==> config.mk <==
export PLATFORM = sky130hd
export DESIGN_NAME = mux2_rr_arbiter
export DESIGN_NICKNAME = d
export VERILOG_FILES = /design/src/rtl/mux2_rr_arbiter.sv
export SDC_FILE = /design/constraint.sdc
export NUM_CORES = 1
export LEC_CHECK = 0
export ABC_AREA = 1
export CAP_MARGIN = 15
export CORE_MARGIN = 2
export CORE_UTILIZATION = 51
export CTS_CLUSTER_DIAMETER = 200
export CTS_CLUSTER_SIZE = 25
export DETAILED_ROUTE_END_ITERATION = 10
export DONT_BUFFER_PORTS = 1
export GPL_ROUTABILITY_DRIVEN = 1
export PLACE_DENSITY = 0.66
export SLEW_MARGIN = 10
export SYNTH_ARGS = -nofsm -noshare
export SYNTH_HDL_FRONTEND = slang
export SYNTH_SLANG_ARGS = --single-unit
export TNS_END_PERCENT = 30
==> constraint.sdc <==
create_clock -name clk -period 3.7 [get_ports clk]
set_input_delay 0.555 -clock clk [delete_from_list [all_inputs] [get_ports clk]]
set_output_delay 0.555 -clock clk [all_outputs]
set_load 0.005 [all_outputs]
==> src/rtl/mux2_rr_arbiter.sv <==
// Two-input round-robin stream arbiter driving a registered 2:1 select stage with per-input grant counters.
// Latency: 1 cycle from accept to out_valid/out_data; sustains one word per cycle.
// Backpressure: inputs are accepted only when the output buffer is empty or draining (out_ready).
module mux2_rr_arbiter #(
    parameter int WIDTH = 4,
    parameter int CNT_W = 8
) (
    input  logic             clk,
    input  logic             rst_n,
    input  logic             in0_valid,
    input  logic [WIDTH-1:0] in0_data,
    output logic             in0_ready,
    input  logic             in1_valid,
    input  logic [WIDTH-1:0] in1_data,
    output logic             in1_ready,
    output logic             out_valid,
    output logic [WIDTH-1:0] out_data,
    output logic             out_sel,
    input  logic             out_ready,
    input  logic             cnt_clear,
    output logic [CNT_W-1:0] grant_cnt0,
    output logic [CNT_W-1:0] grant_cnt1
);

    typedef enum logic {
        BUF_EMPTY = 1'b0,
        BUF_FULL  = 1'b1
    } buf_state_t;

    buf_state_t       state_q;
    buf_state_t       state_d;
    logic             last_grant_q;
    logic             load_en;
    logic             gnt_vld;
    logic             gnt_idx;
    logic             accept;
    logic [WIDTH-1:0] acc_data;

    assign out_valid = (state_q == BUF_FULL);
    assign load_en   = !out_valid || out_ready;

    // Contention goes to the input that did not win the last accepted transfer.
    always_comb begin
        gnt_vld = 1'b0;
        gnt_idx = 1'b0;
        if (in0_valid && in1_valid) begin
            gnt_vld = 1'b1;
            gnt_idx = !last_grant_q;
        end else if (in0_valid) begin
            gnt_vld = 1'b1;
            gnt_idx = 1'b0;
        end else if (in1_valid) begin
            gnt_vld = 1'b1;
            gnt_idx = 1'b1;
        end
    end

    assign accept    = rst_n && load_en && gnt_vld;
    assign in0_ready = accept && !gnt_idx;
    assign in1_ready = accept && gnt_idx;
    assign acc_data  = gnt_idx ? in1_data : in0_data;

    always_comb begin
        state_d = state_q;
        case (state_q)
            BUF_EMPTY: if (accept) state_d = BUF_FULL;
            BUF_FULL:  if (out_ready && !accept) state_d = BUF_EMPTY;
            default:   state_d = BUF_EMPTY;
        endcase
    end

    always_ff @(posedge clk) begin
        if (!rst_n) begin
            state_q      <= BUF_EMPTY;
            out_data     <= '0;
            out_sel      <= 1'b0;
            last_grant_q <= 1'b1;
        end else begin
            state_q <= state_d;
            if (accept) begin
                out_data     <= acc_data;
                out_sel      <= gnt_idx;
                last_grant_q <= gnt_idx;
            end
        end
    end

    // Clear takes priority over a same-cycle increment; counters stick at all-ones.
    always_ff @(posedge clk) begin
        if (!rst_n || cnt_clear) begin
            grant_cnt0 <= '0;
            grant_cnt1 <= '0;
        end else begin
            if (in0_ready && (grant_cnt0 != '1)) grant_cnt0 <= grant_cnt0 + CNT_W'(1);
            if (in1_ready && (grant_cnt1 != '1)) grant_cnt1 <= grant_cnt1 + CNT_W'(1);
        end
    end

endmodule

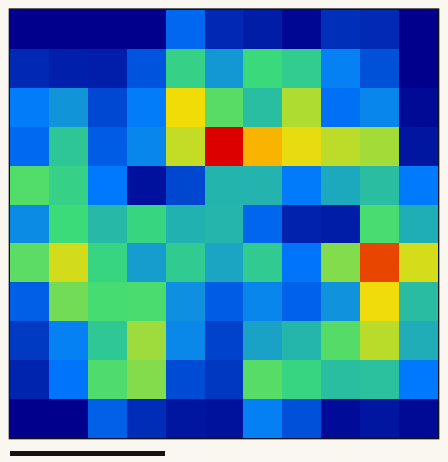
*Wiring heat map*
The bar under the picture is 20 um long. The die is cut into 11 by 11 equal tiles; dark blue is low, red is high, scaled to the fullest tile. Values are wire area over tile area, all layers added.
mean over tiles	0.14
nearly empty tiles	9.1%
tiles over half the peak	22%
fullest tile	0.44
emptiest ninth of the die	upper left

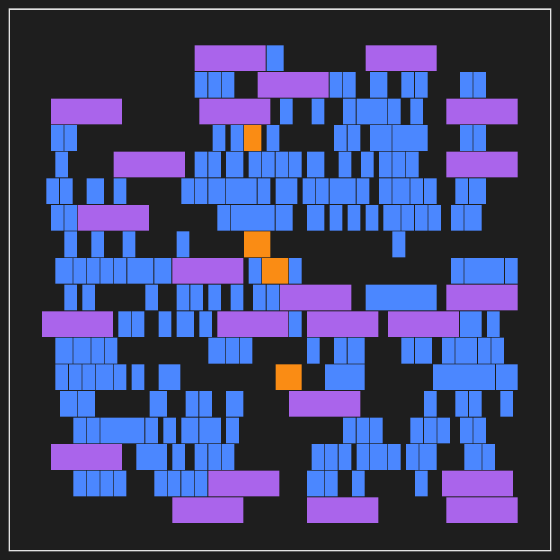
*Cell classes on the final placement*
color	class	cells	share of their area
blue	all other logic	191	64%
purple	flip-flops	23	34%
orange	clock drivers and dummy loads	4	2.0%

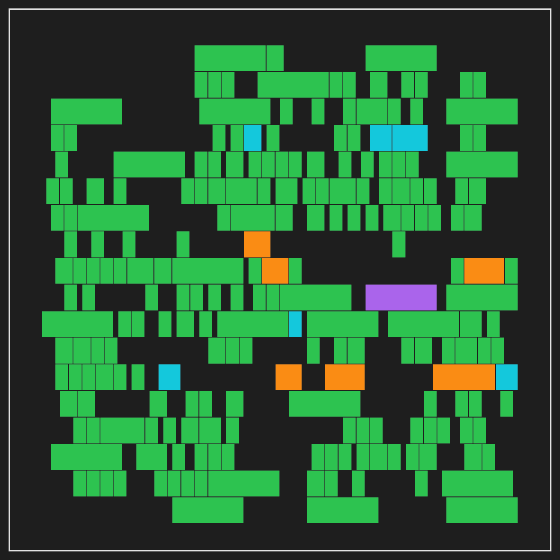
*Cells by drive strength*
color	size	cells	share
orange	drive 3 to 4	6	2.8%
green	drive 1 or less	205	94%
cyan	drive 2	6	2.8%
purple	drive 6 and up	1	0.46%

==> notes.md <==
Figures from the implementation reports.

- The footprint of the multi-input gates reads 728 um2.
- The cell with the biggest individual delay on the critical path reads sky130_fd_sc_hd__dfxtp_1.
- Setup slack closes at between 1.5 and 2 ns.
- The proportion of cell area spent on the clock network is 0.0198.
- The group with the largest share of power is registers.
- The number of antenna violations at the first check in global routing is 0.
- The half-perimeter wire length after detailed placement reads approximately 2.1 mm.
- The number of distinct library cells after synthesis is 23.
- The number of nets with antenna violations after routing reads 0.
- The number of nets in the layout is about 240.
- The terminus of the critical flop-to-flop path is grant_cnt1[4].
- The fill cell total of the finished layout reads ~260.
- The flop and latch count out of synthesis reads 23.
- The synthesized netlist occupies a cell area of 0.00134 mm2.
- The share of final-layout standard cells stronger than drive strength 1 reads 0.0596.
- The clock drives 23 sinks.
- In the per-layer breakdown of the detailed-route log, met1 shows 1.26 mm.
- The power report lists cell-internal power as around 0.00032 W.
- The final timing report lists a max-slew violation count of 0.
- The largest buffer count on any clock path reads 2.
- The number of endpoints failing setup at the final stage is 0.
- The worst min-delay path category is in2reg.
- For the pin with the worst max-slew slack, the measured transition is approximately 0.35 ns.
- The flow ran to the end, and the final reports show no timing, DRC or antenna violations.
- In the floorplan report the effective utilization is 0.541.
- The count of antenna diodes in the layout is 0.
- The master cell of the clock root buffer is sky130_fd_sc_hd__clkbuf_4.
- The final number of hold-violating endpoints is 0.
- The chip occupies just over 0.003 mm2.
- The CTS clock-pin slew for the worst setup and hold paths reads ~0.13 ns.
- In this run the power density over the cells is approximately 320 mW/mm2.
- Registers represent a cell area share of 0.332.
- The number of buffers added on ports is 0.
- The largest clock skew in the final design is 0.00700 ns.
- The worst min-delay path startpoint reads rst_n.
- The number of search-and-repair iterations in the first detailed-routing pass reads 4.
- The number of cells produced by synthesis is 216.
- Across the run, the number of max-cap violations was 0.
- Buffers added to address setup during post-CTS repair amount to 0.
- The total of plain and repair buffers excluding clock buffers is 0.
- The fraction of the yosys area taken by sequential cells reads 0.344.
- The met3 usage in global routing is 0.0468.
- The commonest cells after synthesis are sky130_fd_sc_hd__nand2_1, sky130_fd_sc_hd__inv_1, sky130_fd_sc_hd__nor2_1, sky130_fd_sc_hd__dfxtp_1, sky130_fd_sc_hd__nand3_1.
- The termination of the worst setup path is in0_ready.
- The cell group occupying the most layout area reads multi-input combinational cells.
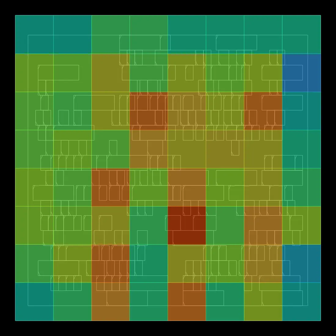
*Congestion heat map*
GRT Overall Usage: 0.190
met1 usage in global routing: 0.233
utilization after layout: 0.561

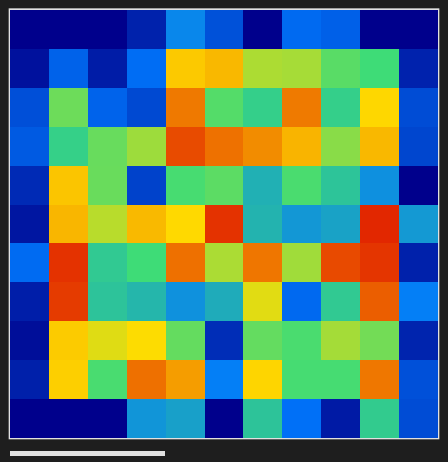
*Cell density map*
The bar under the picture is 20 um long. The die is cut into 11 by 11 equal tiles; dark blue is low, red is high, 0 to 100% covered.
densest ninth of the die	center
mean over tiles	44%
tiles over 75% full	24%
emptiest ninth of the die	upper left
nearly empty tiles	9.1%
fullest tile	96%

Power is estimated from default activity; no workload was simulated.
